**src/rtl/post_feed.sv**
```systemverilog
// Accumulator-to-post-processing feeder: forwards accepted accumulator beats with one
// cycle of latency, tagging each beat with its output channel's scale (K) and bias (B).
module post_feed #(
    parameter int POX     = 3,
    parameter int NOF_MAX = 16,
    localparam int AW     = $clog2(NOF_MAX)
) (
    input  logic                clk,
    input  logic                rst,
    input  logic                param_wr_en,
    input  logic [AW-1:0]       param_wr_addr,
    input  logic [15:0]         param_wr_k,
    input  logic [15:0]         param_wr_b,
    input  logic [AW:0]         cfg_nof,
    input  logic [15:0]         cfg_ngrp,
    input  logic                start,
    output logic                busy,
    output logic                done,
    input  logic [POX*16-1:0]   acc_data,
    input  logic                acc_valid,
    output logic                acc_ready,
    output logic [POX*16-1:0]   mux_postprocess_data,
    output logic                mux_postprocess_valid,
    output logic [POX*16-1:0]   K,
    output logic [POX*16-1:0]   B
);

    typedef enum logic [0:0] {IDLE = 1'b0, RUN = 1'b1} state_t;

    state_t              state_r;
    state_t              next_state_s;
    logic [31:0]         table_r [NOF_MAX];
    logic [AW-1:0]       ch_cnt_r;
    logic [15:0]         grp_cnt_r;
    logic [AW:0]         nof_r;
    logic [15:0]         ngrp_r;
    logic                done_r;
    logic                valid_r;
    logic [POX*16-1:0]   data_r;
    logic [POX*16-1:0]   k_r;
    logic [POX*16-1:0]   b_r;
    logic                busy_s;
    logic                acc_ready_s;
    logic                accept_s;
    logic                last_ch_s;
    logic                last_grp_s;
    logic                cfg_zero_s;
    logic                idle_start_s;
    logic [31:0]         entry_s;

    assign accept_s     = acc_valid & acc_ready_s;
    assign last_ch_s    = ({1'b0, ch_cnt_r} == (nof_r - (AW+1)'(1)));
    assign last_grp_s   = (grp_cnt_r == (ngrp_r - 16'd1));
    assign cfg_zero_s   = (cfg_nof == {(AW+1){1'b0}}) | (cfg_ngrp == 16'd0);
    assign idle_start_s = (state_r == IDLE) & start;
    assign entry_s      = table_r[ch_cnt_r];

    // State register
    always_ff @(posedge clk or posedge rst) begin
        if (rst) begin
            state_r <= IDLE;
        end else begin
            state_r <= next_state_s;
        end
    end

    // Next-state logic; an empty run never leaves IDLE
    always_comb begin
        next_state_s = state_r;
        case (state_r)
            IDLE: begin
                if (start && !cfg_zero_s) begin
                    next_state_s = RUN;
                end else begin
                    next_state_s = IDLE;
                end
            end
            RUN: begin
                if (accept_s && last_ch_s && last_grp_s) begin
                    next_state_s = IDLE;
                end else begin
                    next_state_s = RUN;
                end
            end
            default: next_state_s = IDLE;
        endcase
    end

    // State-decoded outputs
    always_comb begin
        busy_s      = 1'b0;
        acc_ready_s = 1'b0;
        case (state_r)
            IDLE: begin
                busy_s      = 1'b0;
                acc_ready_s = 1'b0;
            end
            RUN: begin
                busy_s      = 1'b1;
                acc_ready_s = 1'b1;
            end
            default: begin
                busy_s      = 1'b0;
                acc_ready_s = 1'b0;
            end
        endcase
    end

    assign busy      = busy_s;
    assign acc_ready = acc_ready_s;

    // K/B table, writable only while idle
    always_ff @(posedge clk or posedge rst) begin
        if (rst) begin
            for (int i = 0; i < NOF_MAX; i++) begin
                table_r[i] <= 32'd0;
            end
        end else if (param_wr_en && (state_r == IDLE)) begin
            table_r[param_wr_addr] <= {param_wr_k, param_wr_b};
        end
    end

    // Run configuration latch and channel/group counters
    always_ff @(posedge clk or posedge rst) begin
        if (rst) begin
            ch_cnt_r  <= {AW{1'b0}};
            grp_cnt_r <= 16'd0;
            nof_r     <= {(AW+1){1'b0}};
            ngrp_r    <= 16'd0;
        end else if (idle_start_s) begin
            ch_cnt_r  <= {AW{1'b0}};
            grp_cnt_r <= 16'd0;
            nof_r     <= cfg_nof;
            ngrp_r    <= cfg_ngrp;
        end else if (accept_s) begin
            if (last_ch_s) begin
                ch_cnt_r  <= {AW{1'b0}};
                grp_cnt_r <= last_grp_s ? 16'd0 : (grp_cnt_r + 16'd1);
            end else begin
                ch_cnt_r  <= ch_cnt_r + AW'(1);
            end
        end
    end

    // Output stage: one-cycle forward of accepted beats; lanes hold between beats
    always_ff @(posedge clk or posedge rst) begin
        if (rst) begin
            valid_r <= 1'b0;
            done_r  <= 1'b0;
            data_r  <= {(POX*16){1'b0}};
            k_r     <= {(POX*16){1'b0}};
            b_r     <= {(POX*16){1'b0}};
        end else begin
            valid_r <= accept_s;
            done_r  <= (idle_start_s & cfg_zero_s) | (accept_s & last_ch_s & last_grp_s);
            if (accept_s) begin
                data_r <= acc_data;
                k_r    <= {POX{entry_s[31:16]}};
                b_r    <= {POX{entry_s[15:0]}};
            end
        end
    end

    assign mux_postprocess_data  = data_r;
    assign mux_postprocess_valid = valid_r;
    assign K                     = k_r;
    assign B                     = b_r;
    assign done                  = done_r;

endmodule
```
**config.mk**
```make
export PLATFORM = sky130hd
export DESIGN_NAME = post_feed
export DESIGN_NICKNAME = d
export VERILOG_FILES = /design/src/rtl/post_feed.sv
export SDC_FILE = /design/constraint.sdc
export NUM_CORES = 1
export LEC_CHECK = 0
export CAP_MARGIN = 15
export CELL_PAD_IN_SITES_DETAIL_PLACEMENT = 1
export CELL_PAD_IN_SITES_GLOBAL_PLACEMENT = 1
export CORE_MARGIN = 2
export CORE_UTILIZATION = 50
export CTS_CLUSTER_SIZE = 28
export DETAILED_ROUTE_END_ITERATION = 16
export PLACE_DENSITY = 0.83
export SLEW_MARGIN = 20
export SYNTH_ARGS = -nofsm -noshare
export SYNTH_HDL_FRONTEND = slang
export SYNTH_SLANG_ARGS = --single-unit
export TNS_END_PERCENT = 5
```
**constraint.sdc**
```tcl
create_clock -name clk -period 50.9 [get_ports clk]
set_clock_uncertainty 0.2 [all_clocks]
set_input_delay 7.635 -clock clk [delete_from_list [all_inputs] [get_ports clk]]
set_output_delay 7.635 -clock clk [all_outputs]
set_load 0.01 [all_outputs]
```
==> highlights.md, run 1 <==
### Yosys
* **Netlist Area Pre-Place** 28900 µm²
* **net count entering floorplan** 1981
* **library cell with the largest summed area after synthesis** sky130_fd_sc_hd__dfrtp_1
* **Cell area leaders** sky130_fd_sc_hd__dfrtp_1 (55%), sky130_fd_sc_hd__mux2_2 (23%), sky130_fd_sc_hd__mux4_2 (12%)
* **async set-reset flop share out of synthesis** 100%

### Die
* **Horiz. Die Dim** 244 µm
* **area of the die** 59700 µm²
* **starting density of the core** 50.4%
* **number of well taps** 765

### Power and ir drop
* **Internal** 1170 µW
* **switching share of total power** 28.8%

### Min path
* **count of cells along the worst hold path** 1

### Final timing
* **Final Slew Violations** 0
* **tightest slew margin relative to the limit** 31.7%
* **final tally of setup violations** 0
* **transition at the pin with the smallest max-transition slack** 1020 ps

### Finish
* **Comb gates** 1015
* **multi-input logic area** 11900 µm²
* **sequential cell area share** 46.7%
* **signal buffers share of area** 8.34%
* **Clock buf/inv share** 6.97%
* **count of flip-flops and latches** 636

### Setup path
* **beginning of the worst register-to-register path** ch_cnt_r[0]
* **number of cells traversed by the worst register-to-register path** 5
* **required time at the worst-slack endpoint** 51340 ps

### Run status
* **status** complete, no violations

### Clock network
* **post-CTS resize count** 0
* **CTS H-Tree Depth** 3

### Global routing
* **overall overflow remaining after global route** 0
* **largest net degree at the start of global routing** 89

### Routing
* **wire length per cell** 27.0 µm

run 1: critical path, cell delays in order:
cell	delay [ps]
sky130_fd_sc_hd__clkdlybuf4s50_1	510
sky130_fd_sc_hd__inv_8	450
sky130_fd_sc_hd__buf_6	650
sky130_fd_sc_hd__buf_4	880
sky130_fd_sc_hd__buf_6	700
run 1: routing by layer:
metal	part of all wire, %	global-route usage (%)	vias to the layer above	routed length (µm)
met5	0.038	0	-	29
li1	-	-	7073	-
met3	4.7	4.64	164	3610
met1	41	32.9	9198	31100
met2	52	45.3	463	39400
met4	3.1	9.92	4	2370
run 1: stage by stage:
step	instance area [µm²]	setup slack, ps	power, µW
floorplan	28900	25250	969
global placement	31700	39040	1090
detailed placement	31700	38880	1120
CTS	34000	39500	1650
global route	34100	39850	1710
finish	34100	40330	1640
**Run 1: floorplan with the power grid**

Scale bar: 50 µm. Pins as bars on the die edge. Tap cells in grey.
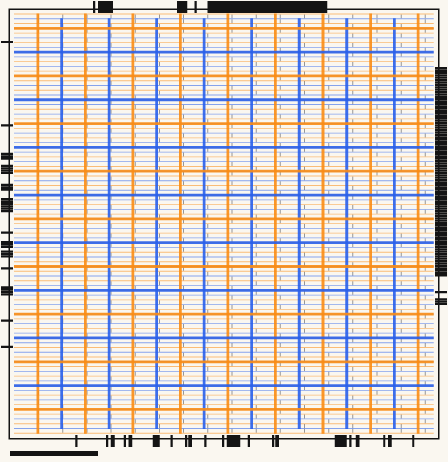
Key: orange = VSS; blue = VDD
258 signal pins sit on the boundary. 765 tap cells.

**Run 1: met4 routing**

Cells faint in the background.
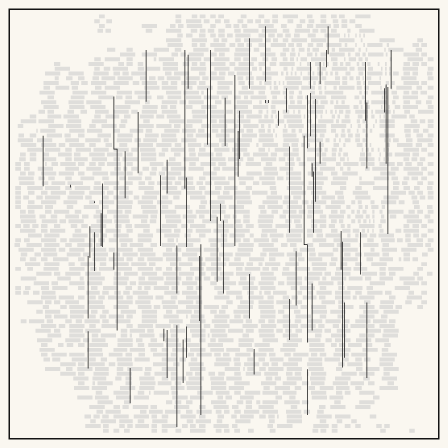
The layer carries 2370 µm of wire. The layer holds 3.1% of the routed length.
count of vias placed by the detailed router: 16900
routed wire length: 76400 µm

**Run 1: routing congestion**

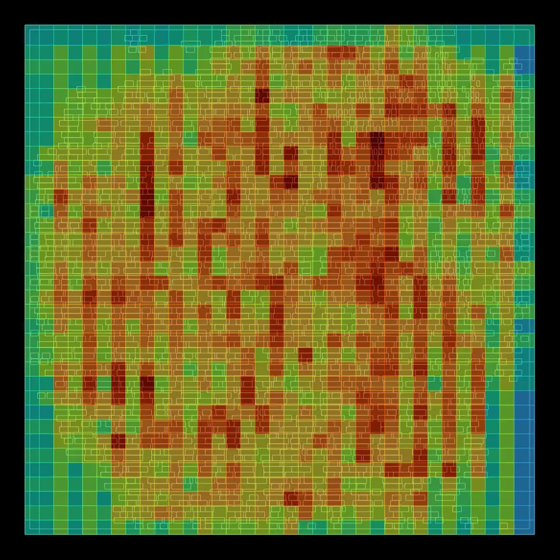
highest-utilization routing layer at the global route stage: met2
met3 track utilization from global routing: 4.64%
GRT Overall Usage: 26.2%
met2 layer usage reported by global route: 45.3%

## Run 2: what changed since run 1
--- a/config.mk
+++ b/config.mk
@@ -9,10 +9,10 @@
 export CELL_PAD_IN_SITES_DETAIL_PLACEMENT = 1
 export CELL_PAD_IN_SITES_GLOBAL_PLACEMENT = 1
 export CORE_MARGIN = 2
-export CORE_UTILIZATION = 50
+export CORE_UTILIZATION = 49
 export CTS_CLUSTER_SIZE = 28
 export DETAILED_ROUTE_END_ITERATION = 16
-export PLACE_DENSITY = 0.83
+export PLACE_DENSITY = 0.81
 export SLEW_MARGIN = 20
 export SYNTH_ARGS = -nofsm -noshare
 export SYNTH_HDL_FRONTEND = slang
==> constraint.sdc (replaced) <==
create_clock -name clk -period 11.1 [get_ports clk]
set_clock_uncertainty 0.2 [all_clocks]
set_input_delay 1.665 -clock clk [delete_from_list [all_inputs] [get_ports clk]]
set_output_delay 1.665 -clock clk [all_outputs]
set_load 0.01 [all_outputs]
**Run 2: routed metal, one colour a layer**

Only two layers are drawn.
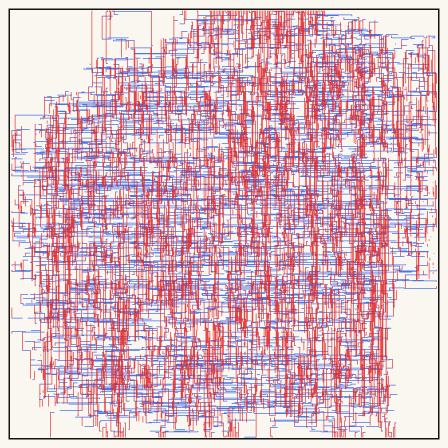
Key: blue = met1 [wire length 31.2 mm]; red = met2 [wire length 36.9 mm]
GRT Overall Usage: 24.7%
count of vias placed by the detailed router: 16700
routed wire length: 73100 µm
wire length per cell: 25.8 µm

**Run 2: floorplan with the power grid**

Scale bar: 50 µm. Pins as bars on the die edge. Tap cells in grey.
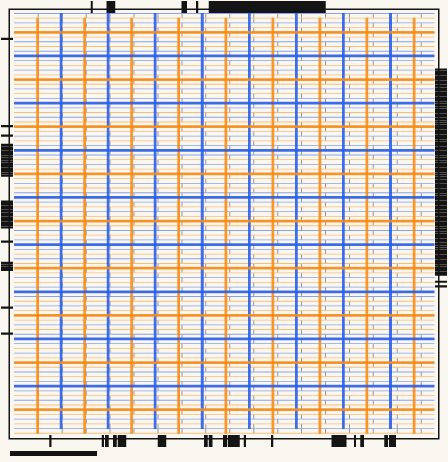
Key: orange = VSS; blue = VDD
258 signal pins sit on the boundary. 773 tap cells. 90 met1 rails follow the rows. 17 straps on met4.
maximum vdd drop: 0.000136 V
die y size: 247 µm

**Run 2: zoomed window**

Region (173, 49) to (198, 74) µm. Cells in grey, sequential cells in the stronger grey; small squares are vias.
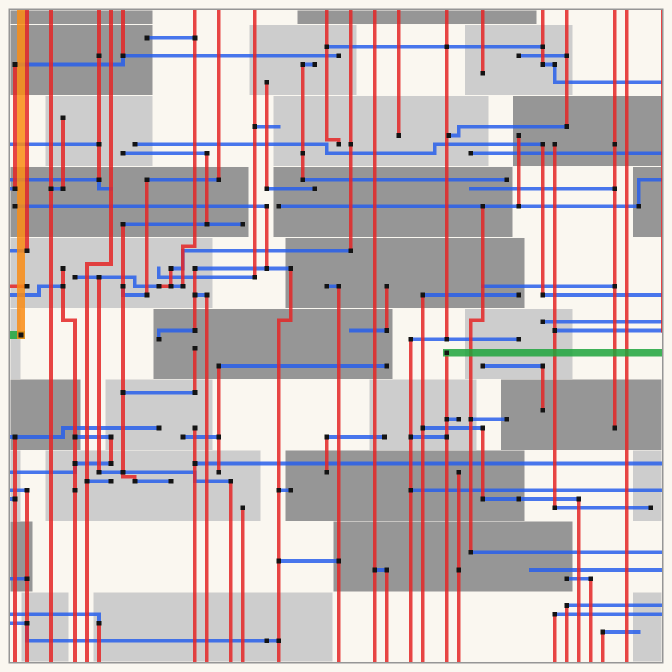
Key: red = met2; blue = met1; green = met3; orange = met4
20 logic cells have their middle in the window. Most frequent: dfrtp_1 (9), mux2_2 (6), mux4_2 (3). Sequential cells in the window: 9. Netlist names of flops here include table_r (9).

==> run 2 against run 1 <==
Net effect: critical path depth did not move; clock power rose to 4.3 times the previous value; sequential power rose to 4.6 times the previous value; via count fell by 1.2%; cell area fell by 0.52%; synthesized cell count did not move; first-iteration DRC count rose by 14%; critical endpoint is now table_r[265]; largest cell class unchanged.
==> highlights.md, run 2 <==
### Min path
* **count of cells along the worst hold path** 1, unchanged

### Clock network
* **post-CTS resize count** 0, unchanged
* **CTS H-Tree Depth** 3, unchanged

### Final timing
* **final worst slack** 6990 ps, -33340 ps
* **transition at the pin with the smallest max-transition slack** 1150 ps, +123 ps
* **Final Slew Violations** 0, unchanged
* **tightest slew margin relative to the limit** 23.5%, -8.2 points
* **final tally of setup violations** 0, unchanged

### Routing
* **WL met3** 3620 µm, +0.14%
* **routed length on met1** 31200 µm, +0.34%

### Setup path
* **required time at the worst-slack endpoint** 11510 ps, -39830 ps
* **Worst path most repeated cell** sky130_fd_sc_hd__buf_4
* **Slowest Stage Delay on Critical Path** 810 ps, -70 ps
* **worst-path cell with the longest stage delay** sky130_fd_sc_hd__buf_4
* **cell-by-cell trace of the critical path** clkdlybuf4s50_1, clkinvlp_4, buf_4, buf_6, buf_4
* **beginning of the worst register-to-register path** ch_cnt_r[0]

### Power and ir drop
* **Final Total Pwr** 7350 µW, +350%

### Finish
* **cell area after layout** 33900 µm², -0.52%

### Yosys
* **async set-reset flop share out of synthesis** 100%, unchanged
* **net count entering floorplan** 1981, unchanged
* **Cell area leaders** sky130_fd_sc_hd__dfrtp_1 (55%), sky130_fd_sc_hd__mux2_2 (23%), sky130_fd_sc_hd__mux4_2 (12%)

### Global routing
* **highest-utilization routing layer at the global route stage** met2
* **M1 GR Usage** 32.7%, -0.19 points
* **overall overflow remaining after global route** 0, unchanged

### Die
* **Horiz. Die Dim** 247 µm, +1.0%
* **area of the die** 60900 µm², +2.0%

### Placement
* **Placement Setup Slack** 5970 ps, -32910 ps
* **total placed instance area** 31700 µm², about the same

### Run status
* **status** complete, no violations

-- run 2: layout make-up --
class / instances / area [µm²] / share of cell area, %
multi-input cells: 1015 / 11900 / 35.2
flip-flops and latches: 636 / 15900 / 47.0
clock inverters: 20 / 231 / 0.683
inverters: 7 / 30.0 / 0.0886
clock buffers: 100 / 1990 / 5.88
well taps: 773 / 967 / 2.85
repair buffers: 286 / 2820 / 8.31
-- run 2: worst max-delay path by stage --
stage / slack, ps / depth (start not counted) / endpoint
after CTS: 6630 / 5 / table_r[295]
final: 6990 / 5 / table_r[265]
after global placement: 6100 / 5 / table_r[327]
after global routing: 6580 / 5 / table_r[295]
after detailed placement: 5970 / 5 / table_r[479]
after floorplan: 550 / 1 / B[31]
-- run 2: worst max-delay path: cells and delay by family --
kind	cells	cell delay (ps)
buf+inv	5	2720
## Run 3: what changed since run 2
--- a/config.mk
+++ b/config.mk
@@ -9,10 +9,10 @@
 export CELL_PAD_IN_SITES_DETAIL_PLACEMENT = 1
 export CELL_PAD_IN_SITES_GLOBAL_PLACEMENT = 1
 export CORE_MARGIN = 2
-export CORE_UTILIZATION = 49
+export CORE_UTILIZATION = 44
 export CTS_CLUSTER_SIZE = 28
 export DETAILED_ROUTE_END_ITERATION = 16
-export PLACE_DENSITY = 0.81
+export PLACE_DENSITY = 0.77
 export SLEW_MARGIN = 20
 export SYNTH_ARGS = -nofsm -noshare
 export SYNTH_HDL_FRONTEND = slang
==> constraint.sdc (replaced) <==
create_clock -name clk -period 3.75 [get_ports clk]
set_clock_uncertainty 0.2 [all_clocks]
set_input_delay 0.5625 -clock clk [delete_from_list [all_inputs] [get_ports clk]]
set_output_delay 0.5625 -clock clk [all_outputs]
set_load 0.01 [all_outputs]
**Run 3: routed metal, one colour a layer**

Only two layers are drawn.
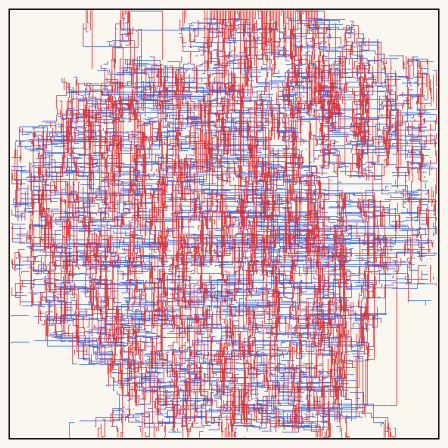
Key: red = met2 [wire length 36.4 mm]; blue = met1 [wire length 31.6 mm]
wire length per cell: 24.5 µm
GRT Overall Usage: 21.9%
routed wire length: 72300 µm

**Run 3: met4 routing**

Cells faint in the background.
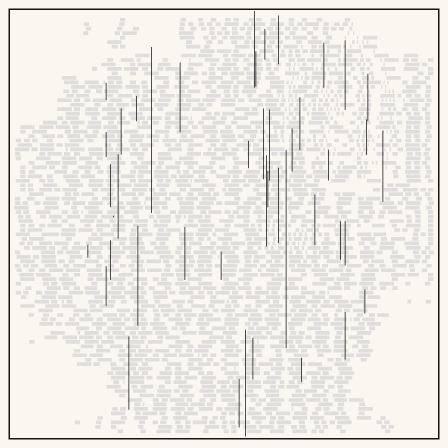
The longest straight run is 120 µm. 29 nets have wire on it. The layer holds 2.0% of the routed length. The wires run mostly vertical.
count of vias placed by the detailed router: 16800

==> run 3 against run 2 <==
Net effect: setup slack got worse by 6100 ps; power increased to 3.0 times the previous value; cell area increased by 1.6%; sequential share of layout area decreased by 0.74 points; die area increased by 11%; worst hold slack got worse by 94 ps; sequential power increased to 2.9 times the previous value; critical endpoint is now grp_cnt_r[14]; highest routed layer unchanged.
==> highlights.md, run 3 <==
### Setup path
* **required time at the worst-slack endpoint** 4030 ps, -7480 ps
* **count of buffering cells on the critical path with inverters included** 1, -4
* **cell-by-cell trace of the critical path** nor4_1, nand4_1, xnor2_1, a211oi_1, nand4_4, o21ai_2, buf_4, nor2_1
* **nature of the critical path endpoint** flip-flop
* **Crit path max-delay family** simple AND/OR/NAND/NOR gates
* **category of the worst setup path launch point** flip-flop
* **Crit Path Max Fanout** 11
* **worst-path cell with the longest stage delay** sky130_fd_sc_hd__nor4_1
* **Slowest Stage Delay on Critical Path** 620 ps, -190 ps

### Placement
* **Placement Setup Slack** 712 ps, -5260 ps
* **Post-DP HPWL** 45700 µm
* **total placed instance area** 32200 µm², +1.7%

### Power and ir drop
* **Internal** 15600 µW
* **Power per Cell Area** 635 nW/µm²
* **switching power summed over all nets** 6300 µW
* **sequential-cell power consumption** 8920 µW
* **Final Total Pwr** 21900 µW, +200%
* **maximum vdd drop** 0.000354 V, +160%

### Final timing
* **clock period minus worst slack** 2860 ps
* **maximum frequency from static timing analysis** 0.349 GHz
* **Final Slew Violations** 0, unchanged
* **transition at the pin with the smallest max-transition slack** 763 ps, -385 ps
* **final tally of setup violations** 0, unchanged
* **tightest slew margin relative to the limit** 48.7%, +25 points
* **final worst slack** 886 ps, -6100 ps

### Clock network
* **post-CTS resize count** 0, unchanged
* **CTS H-Tree Depth** 3, unchanged

### Global routing
* **highest-utilization routing layer at the global route stage** met2
* **overall overflow remaining after global route** 0, unchanged
* **number of antenna violations at the first check in global routing** 2
* **M1 GR Usage** 29.8%, -2.9 points

### Yosys
* **area fraction in compound gates after synthesis** 0.888%
* **Cell area leaders** sky130_fd_sc_hd__dfrtp_1 (55%), sky130_fd_sc_hd__mux2_2 (23%), sky130_fd_sc_hd__mux4_2 (12%)
* **async set-reset flop share out of synthesis** 100%, unchanged
* **Yosys warnings** 0
* **most used standard cells in the synthesized netlist** sky130_fd_sc_hd__dfrtp_1 (636), sky130_fd_sc_hd__mux2_2 (588), sky130_fd_sc_hd__mux4_2 (160)
* **net count entering floorplan** 1981, unchanged
* **sequential-to-total area share from yosys stat** 55.1%
* **mean post-synth cell area** 15.5 µm²

### Die
* **area of the die** 67700 µm², +11%
* **Horiz. Die Dim** 260 µm, +5.4%
* **die y size** 260 µm, +5.4%

### Min path
* **Hold Path Class** input port to asynchronous set/reset pin

### Finish
* **layout cell share with drive strength beyond 1** 45.4%
* **cell area after layout** 34500 µm², +1.6%
* **post-route core utilization** 53.3%

### Routing
* **WL met3** 2770 µm, -23%
* **routed length on met1** 31600 µm, +1.4%

### Run status
* **status** complete, no violations

**Run 3: zoomed window**

Region (183, 53) to (208, 78) µm. Cells in grey, sequential cells in the stronger grey; small squares are vias.
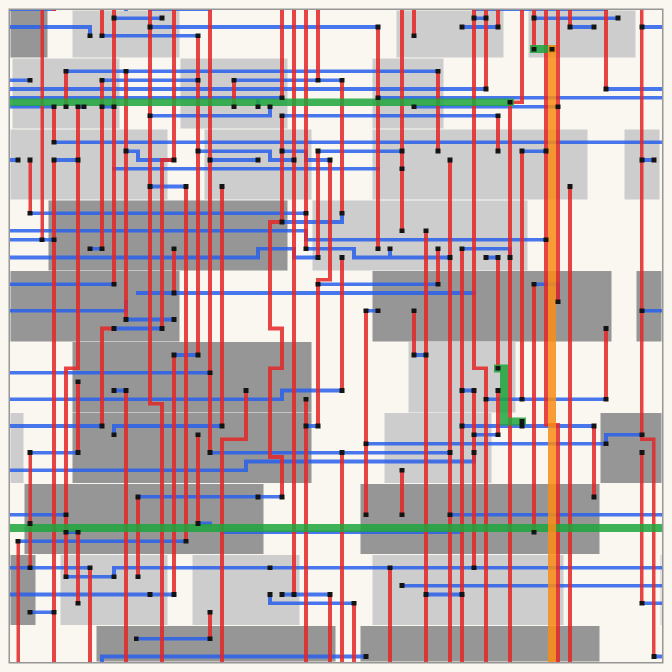
Key: green = met3; blue = met1; red = met2; orange = met4
25 logic cells have their middle in the window. Most frequent: mux2_2 (10), dfrtp_1 (9), mux4_2 (3). Sequential cells in the window: 9. Netlist names of flops here include table_r (9).

run 3: worst paths after layout:
path	end	slack (ps)	depth (start not counted)	start
worst max-delay path	grp_cnt_r[14]	890	8	ngrp_r[9]
worst min-delay path	table_r[89]	200	2	rst
worst max register to register	grp_cnt_r[14]	890	8	ngrp_r[9]
worst min register to register	table_r[80]	290	1	table_r[80]
max in group asynchronous	table_r[486]	2080	4	rst
min in group clk	table_r[80]	290	1	table_r[80]
run 3: layout make-up:
class / count / area (µm²) / area share [%]
well taps: 855 / 1070 / 3.11
clock buffers: 106 / 2090 / 6.07
repair buffers: 319 / 3250 / 9.43
clock inverters: 16 / 148 / 0.429
flip-flops and latches: 636 / 15900 / 46.2
multi-input cells: 1015 / 11900 / 34.6
inverters: 7 / 30.0 / 0.0872
diodes: 1 / 2.50 / 0.00726
Power is estimated from default activity; no workload was simulated.
